==> src/rtl/tomasulo_rs.sv <==
// rtl/tomasulo_rs.sv - Reservation station: tag capture, CDB wakeup, oldest-ready dispatch
module tomasulo_rs #(
    parameter int ENTRIES = 4,
    parameter int DATA_W  = 16,
    parameter int TAG_W   = 3,
    parameter int OP_W    = 2,
    parameter int RS_BASE = 1
) (
    input  logic                         clk1,
    input  logic                         rst_n,
    input  logic                         flush,
    input  logic                         iss_valid,
    output logic                         iss_ready,
    input  logic [OP_W-1:0]              iss_op,
    input  logic [DATA_W-1:0]            iss_vj,
    input  logic [DATA_W-1:0]            iss_vk,
    input  logic [TAG_W-1:0]             iss_qj,
    input  logic [TAG_W-1:0]             iss_qk,
    output logic [TAG_W-1:0]             iss_tag,
    input  logic                         cdb_valid,
    input  logic [TAG_W-1:0]             cdb_tag,
    input  logic [DATA_W-1:0]            cdb_data,
    output logic                         ex_valid,
    input  logic                         ex_ready,
    output logic [OP_W-1:0]              ex_op,
    output logic [DATA_W-1:0]            ex_vj,
    output logic [DATA_W-1:0]            ex_vk,
    output logic [TAG_W-1:0]             ex_tag,
    output logic [$clog2(ENTRIES+1)-1:0] occupancy
);
    localparam int IDX_W = $clog2(ENTRIES);
    localparam int OCC_W = $clog2(ENTRIES+1);
    localparam logic [ENTRIES-1:0] ONE_HOT0 = {{(ENTRIES-1){1'b0}}, 1'b1};

    logic [ENTRIES-1:0] busy_q, busy_d;
    logic [OP_W-1:0]    op_q [ENTRIES];
    logic [OP_W-1:0]    op_d [ENTRIES];
    logic [DATA_W-1:0]  vj_q [ENTRIES];
    logic [DATA_W-1:0]  vj_d [ENTRIES];
    logic [DATA_W-1:0]  vk_q [ENTRIES];
    logic [DATA_W-1:0]  vk_d [ENTRIES];
    logic [TAG_W-1:0]   qj_q [ENTRIES];
    logic [TAG_W-1:0]   qj_d [ENTRIES];
    logic [TAG_W-1:0]   qk_q [ENTRIES];
    logic [TAG_W-1:0]   qk_d [ENTRIES];
    // older_q[i][j] set means entry j was allocated before entry i
    logic [ENTRIES-1:0] older_q [ENTRIES];
    logic [ENTRIES-1:0] older_d [ENTRIES];

    logic               ex_valid_q, ex_valid_d;
    logic [OP_W-1:0]    ex_op_q, ex_op_d;
    logic [DATA_W-1:0]  ex_vj_q, ex_vj_d;
    logic [DATA_W-1:0]  ex_vk_q, ex_vk_d;
    logic [TAG_W-1:0]   ex_tag_q, ex_tag_d;

    logic [ENTRIES-1:0] ready;
    logic [ENTRIES-1:0] freed;
    logic               sel_any, alloc_any;
    logic [IDX_W-1:0]   sel_idx, alloc_idx;
    logic [OCC_W-1:0]   occ;
    logic               load_out, dispatch, do_issue, cdb_hit;

    always_comb begin
        ready     = '0;
        sel_any   = 1'b0;
        sel_idx   = '0;
        alloc_any = 1'b0;
        alloc_idx = '0;
        occ       = '0;
        for (int i = 0; i < ENTRIES; i++) begin
            ready[i] = busy_q[i] && (qj_q[i] == '0) && (qk_q[i] == '0);
            occ      = occ + OCC_W'(busy_q[i]);
        end
        for (int i = 0; i < ENTRIES; i++) begin
            if (!sel_any && ready[i] && ((ready & older_q[i]) == '0)) begin
                sel_any = 1'b1;
                sel_idx = IDX_W'(i);
            end
            if (!alloc_any && !busy_q[i]) begin
                alloc_any = 1'b1;
                alloc_idx = IDX_W'(i);
            end
        end
    end

    assign load_out  = !ex_valid_q || ex_ready;
    assign dispatch  = load_out && sel_any;
    assign do_issue  = iss_valid && alloc_any;
    assign cdb_hit   = cdb_valid && (cdb_tag != '0);
    assign freed     = dispatch ? (ONE_HOT0 << sel_idx) : '0;

    assign iss_ready = alloc_any;
    assign iss_tag   = alloc_any ? (TAG_W'(RS_BASE) + TAG_W'(alloc_idx)) : '0;
    assign occupancy = occ;

    always_comb begin
        busy_d     = busy_q;
        op_d       = op_q;
        vj_d       = vj_q;
        vk_d       = vk_q;
        qj_d       = qj_q;
        qk_d       = qk_q;
        older_d    = older_q;
        ex_valid_d = ex_valid_q;
        ex_op_d    = ex_op_q;
        ex_vj_d    = ex_vj_q;
        ex_vk_d    = ex_vk_q;
        ex_tag_d   = ex_tag_q;

        for (int i = 0; i < ENTRIES; i++) begin
            if (busy_q[i] && cdb_hit) begin
                if (qj_q[i] == cdb_tag) begin
                    vj_d[i] = cdb_data;
                    qj_d[i] = '0;
                end
                if (qk_q[i] == cdb_tag) begin
                    vk_d[i] = cdb_data;
                    qk_d[i] = '0;
                end
            end
        end

        if (load_out) begin
            ex_valid_d = sel_any;
            if (sel_any) begin
                ex_op_d         = op_q[sel_idx];
                ex_vj_d         = vj_q[sel_idx];
                ex_vk_d         = vk_q[sel_idx];
                ex_tag_d        = TAG_W'(RS_BASE) + TAG_W'(sel_idx);
                busy_d[sel_idx] = 1'b0;
            end
        end
        for (int r = 0; r < ENTRIES; r++) begin
            older_d[r] = older_d[r] & ~freed;
        end

        // A broadcast in the issue cycle is captured here, since the entry is not yet snooping
        if (do_issue) begin
            busy_d[alloc_idx] = 1'b1;
            op_d[alloc_idx]   = iss_op;
            if (cdb_hit && (iss_qj == cdb_tag)) begin
                vj_d[alloc_idx] = cdb_data;
                qj_d[alloc_idx] = '0;
            end else begin
                vj_d[alloc_idx] = iss_vj;
                qj_d[alloc_idx] = iss_qj;
            end
            if (cdb_hit && (iss_qk == cdb_tag)) begin
                vk_d[alloc_idx] = cdb_data;
                qk_d[alloc_idx] = '0;
            end else begin
                vk_d[alloc_idx] = iss_vk;
                qk_d[alloc_idx] = iss_qk;
            end
            older_d[alloc_idx] = busy_q & ~freed;
        end

        if (flush) begin
            busy_d     = '0;
            older_d    = '{default: '0};
            ex_valid_d = 1'b0;
            ex_op_d    = '0;
            ex_vj_d    = '0;
            ex_vk_d    = '0;
            ex_tag_d   = '0;
        end
    end

    always_ff @(posedge clk1 or negedge rst_n) begin
        if (!rst_n) begin
            busy_q     <= '0;
            op_q       <= '{default: '0};
            vj_q       <= '{default: '0};
            vk_q       <= '{default: '0};
            qj_q       <= '{default: '0};
            qk_q       <= '{default: '0};
            older_q    <= '{default: '0};
            ex_valid_q <= 1'b0;
            ex_op_q    <= '0;
            ex_vj_q    <= '0;
            ex_vk_q    <= '0;
            ex_tag_q   <= '0;
        end else begin
            busy_q     <= busy_d;
            op_q       <= op_d;
            vj_q       <= vj_d;
            vk_q       <= vk_d;
            qj_q       <= qj_d;
            qk_q       <= qk_d;
            older_q    <= older_d;
            ex_valid_q <= ex_valid_d;
            ex_op_q    <= ex_op_d;
            ex_vj_q    <= ex_vj_d;
            ex_vk_q    <= ex_vk_d;
            ex_tag_q   <= ex_tag_d;
        end
    end

    assign ex_valid = ex_valid_q;
    assign ex_op    = ex_op_q;
    assign ex_vj    = ex_vj_q;
    assign ex_vk    = ex_vk_q;
    assign ex_tag   = ex_tag_q;
endmodule

==> config.mk <==
export PLATFORM = sky130hd
export DESIGN_NAME = tomasulo_rs
export DESIGN_NICKNAME = d
export VERILOG_FILES = /design/src/rtl/tomasulo_rs.sv
export SDC_FILE = /design/constraint.sdc
export NUM_CORES = 1
export LEC_CHECK = 0
export CORE_MARGIN = 5
export CORE_UTILIZATION = 57
export CTS_CLUSTER_DIAMETER = 60
export DETAILED_ROUTE_END_ITERATION = 10
export GPL_TIMING_DRIVEN = 0
export MAX_ROUTING_LAYER = met4
export PLACE_DENSITY = 0.8
export SLEW_MARGIN = 25
export SYNTH_ARGS = -nofsm -noshare
export SYNTH_HDL_FRONTEND = slang
export SYNTH_SLANG_ARGS = --single-unit
==> constraint.sdc <==
create_clock -name clk1 -period 3.3 [get_ports clk1]
set_input_delay 0.495 -clock clk1 [delete_from_list [all_inputs] [get_ports clk1]]
set_output_delay 0.495 -clock clk1 [all_outputs]
set_load 0.1 [all_outputs]
Fig. 1: run 1, routed clock nets over the placement
Scale bar: 50 um.
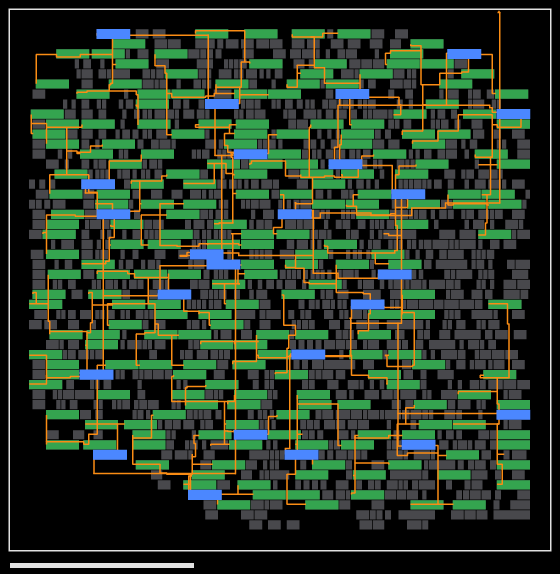
[blue] clock-net drivers | count: 24
[green] flip-flops | count: 218
[orange] clock wires | length: 2740 um
routed clock nets	25
flops lie	spread over the die
clk_skew: 9.54 ps
Power Clock: 2570 uW
Worst-Skew Late Latency: 520 ps

Fig. 2: run 1, placement by cell class
Scale bar: 50 um.
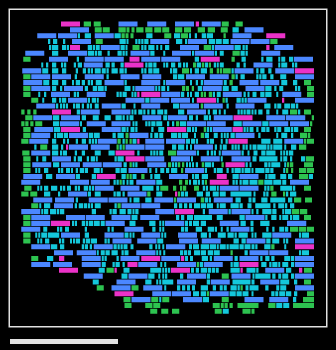
color	class	cells	share of their area
green	remaining buffers and delay cells	180	11%
magenta	clock drivers and dummy loads	42	6.0%
blue	registers	218	44%
cyan	remaining logic cells	836	39%

==> results.toml, run 1 <==
# yosys + openroad results
[synth]
netlist_logic_family_top = "AND-OR/OR-AND gates"
synthXorXnorAreaFrac_pct = 2.47
common_cells = "sky130_fd_sc_hd__nor2_1 (290), sky130_fd_sc_hd__dfrtp_1 (218), sky130_fd_sc_hd__o22ai_1 (129), sky130_fd_sc_hd__nand2_1 (88), sky130_fd_sc_hd__clkbuf_1 (47)"
syn_avg_cell_area_um2 = 9.32
synth-cells-yosys = 1141
number_of_flip_flops_and_latches_in_the_synthesized_netlist = 218
floorplan.nets = 1219
syn-instance-count = 1141
ys_types = 54
ys_seq_share_pct = 51.3
yosysTopAreaCell = "sky130_fd_sc_hd__dfrtp_1"
synth-warning-count = 0
yosys_most_used_dff = "sky130_fd_sc_hd__dfrtp_1"
synth_async_sr_flop_share_pct = 100
area_leaders = "sky130_fd_sc_hd__dfrtp_1 (51%), sky130_fd_sc_hd__nor2_1 (10%), sky130_fd_sc_hd__o22ai_1 (7.6%)"
synthDominantCellAreaShare_pct = 51.3
synth.cellmix.adderShare_pct = 1.60

[grt]
busiest_layer = "met2"
grtUsageTotal_pct = 32.0
grt.overflow.total = 0
groute.layer.met2.usage_pct = 49.0
antenna_found_initial = 0
first_global_vias = 9711
grt.met1_usage_pct = 43.3

[finish]
clock_cell_area_share_pct = 5.86
layout_top_cells = "sky130_fd_sc_hd__nor2_1 (283), sky130_fd_sc_hd__dfrtp_1 (218), sky130_fd_sc_hd__o22ai_1 (129), sky130_fd_sc_hd__nand2_1 (88), sky130_fd_sc_hd__clkdlybuf4s50_1 (85)"
nClkBuffers = 37
layout.non_clock_inverters = 11
largestRegisters = "vj_q x64, vk_q x64"
ratio_of_cells_with_drive_above_1_in_the_final_layout_pct = 12.8
dominant-cell-class = "sequential cells"
ff_count = 218
area.share.combinational_pct = 37.8
num-fill-cells = 1463
n_antenna_cell = 0
syn2layout_area_growth_pct = 20.0
finalNetCount = 1338

[pwr]
clkPwrFrac_pct = 29.9
cellLeakagePower_uw = 0.00555
p_switching_uw = 2930
power.density_cell_area_nw_per_um2 = 674
power_report.internal_total_uw = 5670
ir_worst_vdd_mv = 0.410
finalPower_uw = 8600

[timing]
final_worst_path_period_share_pct = 97.6
rsz0062_at_grt = "false"
tns_ps = 0
worst_pin_slew_ps = 980

[routing]
routed_via_density = 6.49
wl_met2_um = 15700
detail_route.wirelength.met1_um = 13900
avgRoutedWirePerCell_um = 22.4
final_routed_drc_violation_total = 0
top_signal_layer_used = "met4"

[placement]
place.port_buffers = 93
placed_cells = 1470
post-dp-hpwl_um = 22900

[run_status]
status = "finished clean"

[job]
maxCapViolations = 0
log.warning_count = 35

[setup_path]
slowest_cell_on_the_critical_path = "sky130_fd_sc_hd__fa_1"
r2r-end = "older_q[1]"
critical_path_class = "reg -> out"
critical_path_max_stage_delay_ps = 490
crit_path_start = "busy_q[3]"
worstSetupStartpointType = "flip-flop"
worst_path_dominant_cell_family = "adder cells"
path_max_fanout = 10
path_buffers = 4
timing.critical_path.cells = "clkbuf_2 > inv_1 > fa_1 > inv_1 > ha_1 > ha_1 > buf_2"

[clock_tree]
htree_num_levels = 1
cts-buffers-inserted = 24
path_clk_slew_ps = 60
tritoncts_num_sinks = 218
tritoncts_clock_tree = "built"

[die]
fp-utilization_pct = 57.4
die_x_um = 147
boundaryPins = 110
die_h_um = 147
chip_area_um2 = 21500
placementRows = 50
floorplan.tapcells = 234

[hold_path]
timing.hold.worst.start = "cdb_data[9]"
min_path_type = "in -> reg"
worst_hold_path.endpoint = "vj_q[41]"
Fig. 3: run 1, register map, names as in the netlist
Scale bar: 50 um.
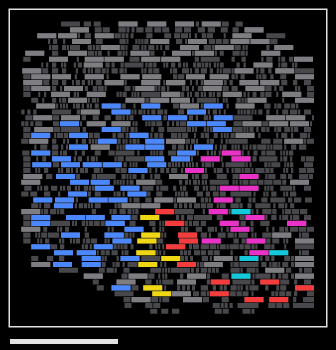
color	netlist name	placed flops
blue	`vj_q`	64
yellow	`op_q`	8
red	`qk_q`	12
cyan	`busy_q`	4
magenta	`older_q`	16
power dissipated in sequential cells: 3990 uW
Seq/total area: 42.7%

Fig. 4: run 1, gate-type map
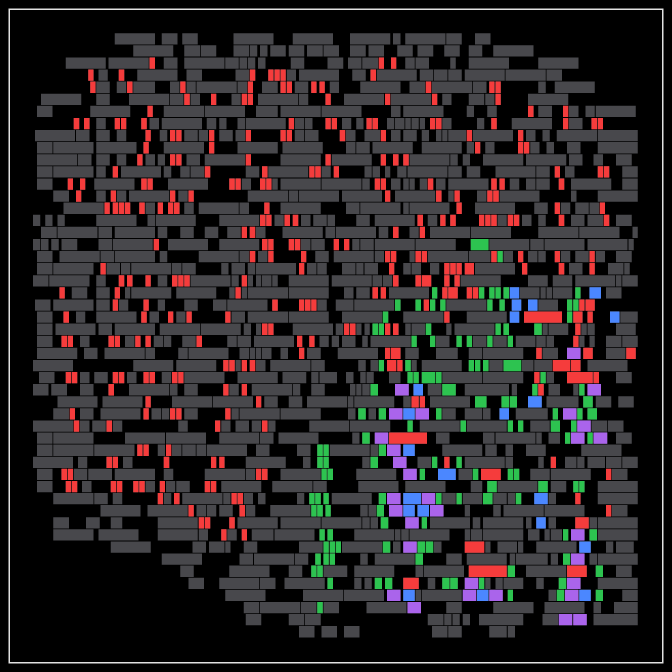
color	family	cells
red	nor cells	304
green	nand cells	126
purple	xor and xnor cells	30
blue	and/or cells	21

## run 1: power groups by stage
stage	logic, uW	clock network (uW)	registers (uW)
floorplan	1160	0	4140
global placement	1920	0	3970
detailed placement	2000	0	3990
CTS	2010	2580	3950
global route	2230	2710	4070
finish	2030	2570	3990
## run 1: stage by stage
stage | setup WS, ps | instance area, um2 | utilization, % | hold WS [ps]
after detailed placement | -248 | 11900 | 64.4 | 463
after global routing | 5.44 | 12800 | 68.9 | 372
after CTS | -18.2 | 12700 | 68.7 | 365
final | 78.6 | 12800 | 68.9 | 371
after global placement | -7570 | 11900 | 64.0 | 462
after floorplan | 232 | 10600 | - | 199
## run 1: what timing repair did
item	4_1_cts	5_1_grt
setup endpoints to repair	88	125
pin swaps	1	1
gates resized	31	22
hold buffers	1	0
hold endpoints to repair	54	0
buffers inserted	0	2
Fig. 5: run 1, congestion heat map
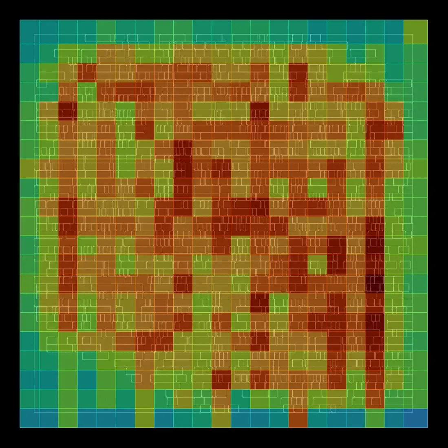

==> inputs of run 2 (changes only) <==
--- a/config.mk
+++ b/config.mk
@@ -5,13 +5,15 @@
 export SDC_FILE = /design/constraint.sdc
 export NUM_CORES = 1
 export LEC_CHECK = 0
+export CELL_PAD_IN_SITES_DETAIL_PLACEMENT = 1
+export CELL_PAD_IN_SITES_GLOBAL_PLACEMENT = 1
 export CORE_MARGIN = 5
-export CORE_UTILIZATION = 57
+export CORE_UTILIZATION = 44
 export CTS_CLUSTER_DIAMETER = 60
 export DETAILED_ROUTE_END_ITERATION = 10
 export GPL_TIMING_DRIVEN = 0
 export MAX_ROUTING_LAYER = met4
-export PLACE_DENSITY = 0.8
+export PLACE_DENSITY_LB_ADDON = 0.1
 export SLEW_MARGIN = 25
 export SYNTH_ARGS = -nofsm -noshare
 export SYNTH_HDL_FRONTEND = slang
Fig. 6: run 2, congestion heat map
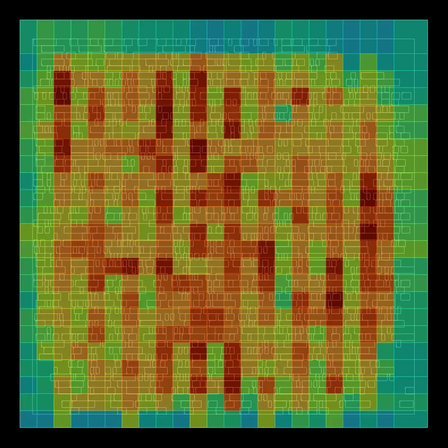
Final Core Density: 55.0%
met2 Track Usage GR: 48.0%

Fig. 7: run 2, gate-type map
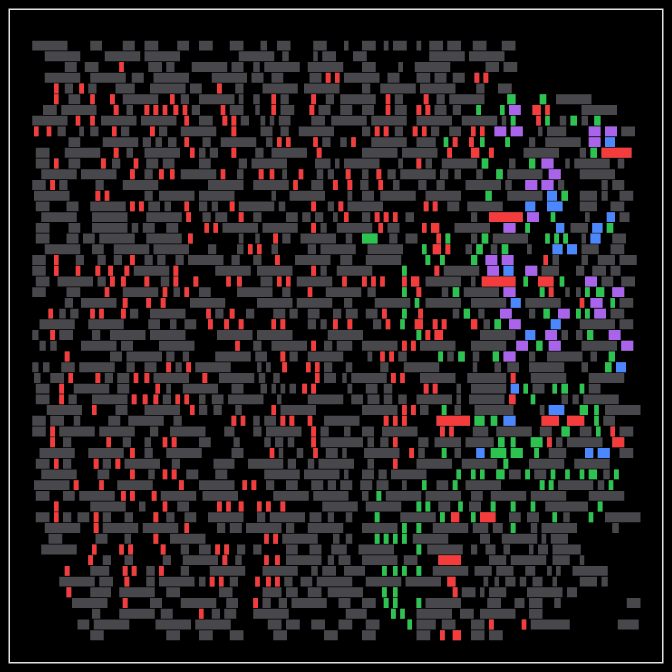
color	family	cells
red	nor cells	304
purple	xor and xnor cells	30
blue	and/or cells	21
green	nand cells	126

==> run 2 against run 1 <==
- design area rose by 1.7%
- setup slack improved by 73 ps
- register-to-register slack improved by 50 ps
==> results.toml, run 2 <==
# yosys + openroad results
[synth]
floorplan.nets = 1219
synth_async_sr_flop_share_pct = 100
syn-instance-count = 1141
synthDominantCellAreaShare_pct = 51.3
synth.cellmix.adderShare_pct = 1.60
synth-cells-yosys = 1141
ys_types = 54
synthXorXnorAreaFrac_pct = 2.47
synth-warning-count = 0
area_leaders = "sky130_fd_sc_hd__dfrtp_1 (51%), sky130_fd_sc_hd__nor2_1 (10%), sky130_fd_sc_hd__o22ai_1 (7.6%)"
yosys_most_used_dff = "sky130_fd_sc_hd__dfrtp_1"
ys_seq_share_pct = 51.3
syn_avg_cell_area_um2 = 9.32
common_cells = "sky130_fd_sc_hd__nor2_1 (290), sky130_fd_sc_hd__dfrtp_1 (218), sky130_fd_sc_hd__o22ai_1 (129), sky130_fd_sc_hd__nand2_1 (88), sky130_fd_sc_hd__clkbuf_1 (47)"
netlist_logic_family_top = "AND-OR/OR-AND gates"
yosysTopAreaCell = "sky130_fd_sc_hd__dfrtp_1"

[timing]
tns_ps = 0
hold-worst-slack_ps = 369
final_worst_path_period_share_pct = 95.4
rsz0062_at_grt = "false"
finalClockSkew_ps = 7.59

[finish]
nClkBuffers = 41
area.share.combinational_pct = 37.2
n_antenna_cell = 0
area.share.sequential_pct = 42.0
num-fill-cells = 2717
syn2layout_area_growth_pct = 22.1
dominant-cell-class = "sequential cells"
stdcell_area_um2 = 13000
largestRegisters = "vj_q x64, vk_q x64"
layout.non_clock_inverters = 11
finalNetCount = 1340

[clock_tree]
cts.hold.buffers_added = 1
htree_num_levels = 1
tritoncts_clock_tree = "built"
setup_fix_bufs_post_cts = 1
cell_resize_tally_after_clock_tree_synthesis = 43
cts-buffers-inserted = 26
worstSkewPairLatency_ps = 530
path_clk_slew_ps = 60

[placement]
detailed_place.area_um2 = 12000
place.port_buffers = 93
post-dp-hpwl_um = 26100
placed_cells = 1555

[setup_path]
worstSetupStartpointType = "flip-flop"
worst_path_dominant_cell_family = "simple AND/OR/NAND/NOR gates"
path_max_fanout = 10
slowest_cell_on_the_critical_path = "sky130_fd_sc_hd__clkbuf_1"
critical_path_class = "reg -> reg"
critical_path_max_stage_delay_ps = 610
path_buffers = 2

[pwr]
comb_power_uw = 2080
power.largest_group = "registers"
power.density_cell_area_nw_per_um2 = 695
p_seq_uw = 4010
cellLeakagePower_uw = 0.00562
power_report.internal_total_uw = 5960
p_switching_uw = 3070
clkPwrFrac_pct = 32.4
finalPower_uw = 9030
ir_worst_vdd_mv = 0.375
clockNetworkPower_uw = 2930

[grt]
grt.overflow.total = 0
grtUsageTotal_pct = 29.1
antenna_found_initial = 0
busiest_layer = "met2"

[job]
log.warning_count = 34
maxCapViolations = 0

[routing]
routed_via_density = 6.06
drt-pass1-iter-count = 5
detail_route.wirelength.met1_um = 16500
avgRoutedWirePerCell_um = 24.0
final_routed_drc_violation_total = 0
top_signal_layer_used = "met4"

[die]
die_h_um = 165
chip_area_um2 = 27400
boundaryPins = 110
die_x_um = 165
placementRows = 56

[hold_path]
min_path_type = "in -> reg"
worst_hold_path.endpoint = "vk_q[62]"
timing.hold.worst.start = "cdb_data[14]"

[run_status]
status = "finished clean"
[run 2: worst min-delay path, cell delays in order]
cell,delay [ps]
sky130_fd_sc_hd__clkbuf_2,180
sky130_fd_sc_hd__nor2_1,130
sky130_fd_sc_hd__nor2_1,50
[run 2: kinds of logic after synthesis]
family / Yosys count
compound gates: 327
xor+xnor: 30
fa+ha+maj: 13
buf+inv: 98
flops: 218
mux: 4
simple gates: 451
[run 2: worst max path at each step]
stage,startpoint,slack (ps),to
after floorplan,busy_q[2],230,vk_q[22]
after global placement,rst_n,-8040,ex_vk[8]
after detailed placement,busy_q[0],-610,vj_q[6]
after CTS,busy_q[0],10,iss_ready
after global routing,busy_q[0],0.6,ex_vj[6]
final,busy_q[0],150,vj_q[23]
==> inputs of run 3 (changes only) <==
--- a/config.mk
+++ b/config.mk
@@ -5,6 +5,7 @@
 export SDC_FILE = /design/constraint.sdc
 export NUM_CORES = 1
 export LEC_CHECK = 0
+export ABC_CLOCK_PERIOD_IN_PS = 3300
 export CELL_PAD_IN_SITES_DETAIL_PLACEMENT = 1
 export CELL_PAD_IN_SITES_GLOBAL_PLACEMENT = 1
 export CORE_MARGIN = 5
Fig. 8: run 3, gate-type map
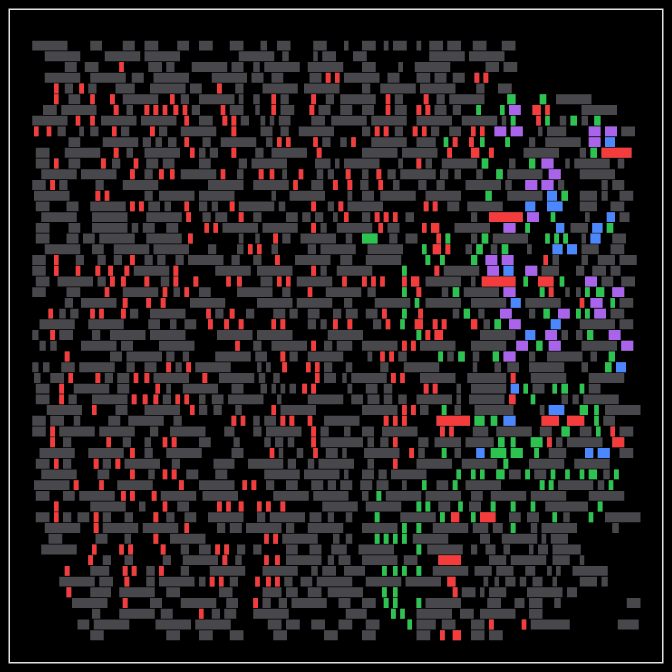
color	family	cells
blue	and/or cells	21
red	nor cells	304
purple	xor and xnor cells	30
green	nand cells	126
final cell count without fillers: 1598
most common cell after layout, fill and taps aside: sky130_fd_sc_hd__nor2_1
logic share of the area: 37.2%

Fig. 9: run 3, routed clock nets over the placement
Scale bar: 50 um.
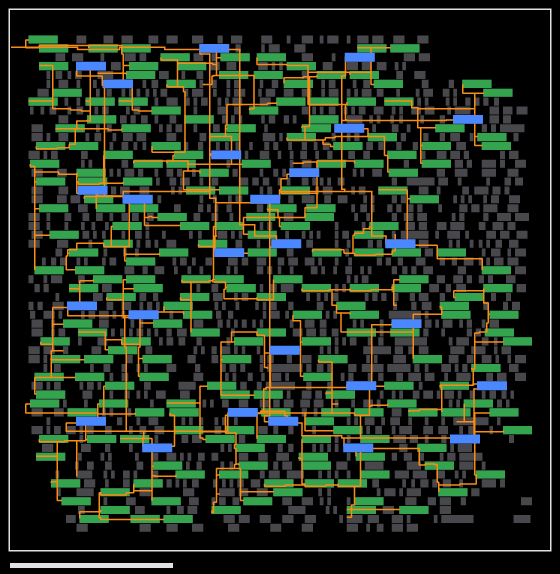
[green] flip-flops | count: 218
[blue] clock-net drivers | count: 26
[orange] clock wires | length: 3090 um
flops lie	spread over the die
routed clock nets	27

==> run 3 against run 2 <==
- sequential cell count is the same
- sequential power is essentially flat
- critical endpoint unchanged
- highest routed layer unchanged
- worst hold slack is the same
- die size is the same
- cell count is the same
==> results.toml, run 3 <==
# yosys + openroad results
[grt]
antenna_found_initial = 0
first_global_vias = 10700
busiest_layer = "met2"
grt.overflow.total = 0
grtUsageTotal_pct = 29.1
groute.layer.met2.usage_pct = 48.0
grt.met1_usage_pct = 37.5

[finish]
layout_top_cells = "sky130_fd_sc_hd__nor2_1 (282), sky130_fd_sc_hd__dfrtp_1 (218), sky130_fd_sc_hd__o22ai_1 (129), sky130_fd_sc_hd__nand2_1 (88), sky130_fd_sc_hd__clkdlybuf4s50_1 (85)"
largestRegisters = "vj_q x64, vk_q x64"
layout.non_clock_inverters = 11
area.share.sequential_pct = 42.0
dominant-cell-class = "sequential cells"
num-fill-cells = 2717
ff_count = 218
clock_cell_area_share_pct = 6.61
ratio_of_cells_with_drive_above_1_in_the_final_layout_pct = 13.6
syn2layout_area_growth_pct = 22.1

[hold_path]
worst_hold_path.endpoint = "vk_q[62]"
timing.hold.worst.start = "cdb_data[14]"

[synth]
yosysTopAreaCell = "sky130_fd_sc_hd__dfrtp_1"
ys_types = 54
ys_seq_share_pct = 51.3
yosys_most_used_dff = "sky130_fd_sc_hd__dfrtp_1"
synth-cells-yosys = 1141
area_leaders = "sky130_fd_sc_hd__dfrtp_1 (51%), sky130_fd_sc_hd__nor2_1 (10%), sky130_fd_sc_hd__o22ai_1 (7.6%)"
synth_async_sr_flop_share_pct = 100
netlist_logic_family_top = "AND-OR/OR-AND gates"
synth-warning-count = 0
syn_avg_cell_area_um2 = 9.32
number_of_flip_flops_and_latches_in_the_synthesized_netlist = 218
syn-instance-count = 1141
floorplan.nets = 1219
synthDominantCellAreaShare_pct = 51.3
synthXorXnorAreaFrac_pct = 2.47
synth.cellmix.adderShare_pct = 1.60
common_cells = "sky130_fd_sc_hd__nor2_1 (290), sky130_fd_sc_hd__dfrtp_1 (218), sky130_fd_sc_hd__o22ai_1 (129), sky130_fd_sc_hd__nand2_1 (88), sky130_fd_sc_hd__clkbuf_1 (47)"

[die]
die_h_um = 165
fp-utilization_pct = 45.0
floorplan.tapcells = 319
die_x_um = 165
boundaryPins = 110
placementRows = 56

[clock_tree]
path_clk_slew_ps = 60
worstSkewPairLatency_ps = 530
tritoncts_num_sinks = 218
tritoncts_clock_tree = "built"
cts-buffers-inserted = 26

[setup_path]
r2r-end = "vj_q[23]"
worst_path_dominant_cell_family = "simple AND/OR/NAND/NOR gates"
timing.critical_path.to = "vj_q[23]"
path_max_fanout = 10
critical_path_max_stage_delay_ps = 610
crit_path_start = "busy_q[0]"
critical_path_class = "reg -> reg"
path_buffers = 2

[placement]
placement.setup.worst_slack_ps = -614
place.port_buffers = 93
post-dp-hpwl_um = 26100

[pwr]
power.density_cell_area_nw_per_um2 = 695
ir_worst_vdd_mv = 0.375

[routing]
wl_met2_um = 18800
routed_via_density = 6.06
detail_route.wirelength.met1_um = 16500
drt-pass1-iter-count = 5

[job]
maxCapViolations = 0

[timing]
finalWorstSetupSlack_ps = 151
hold-worst-slack_ps = 369
worst_pin_slew_ps = 992

[run_status]
status = "finished clean"
run 3: timing repair:
action,CTS,global route
setup buffers,1,0
pin swaps,1,0
resized,43,33
endpoints found under the setup margin,140,121
endpoints found under the hold margin,57,0
hold buffers,1,0
gates cloned,0,0
run 3: per-stage QoR:
step	setup TNS (ps)	cell area (um2)	power [uW]	std cells
5_1_grt	0	13000	9450	1598
3_5_place_dp	-40320	12000	6060	1555
3_3_place_gp	-1773120	12000	5950	1553
4_1_cts	0	13000	9020	1599
2_1_floorplan	0	10600	5300	1141
6_report	0	13000	9030	1598
run 3: power breakdown:
group	internal (uW)	switching [uW]
clock	1780	1150
combinational	732	1350
sequential	3450	567
Power is estimated from default activity; no workload was simulated.
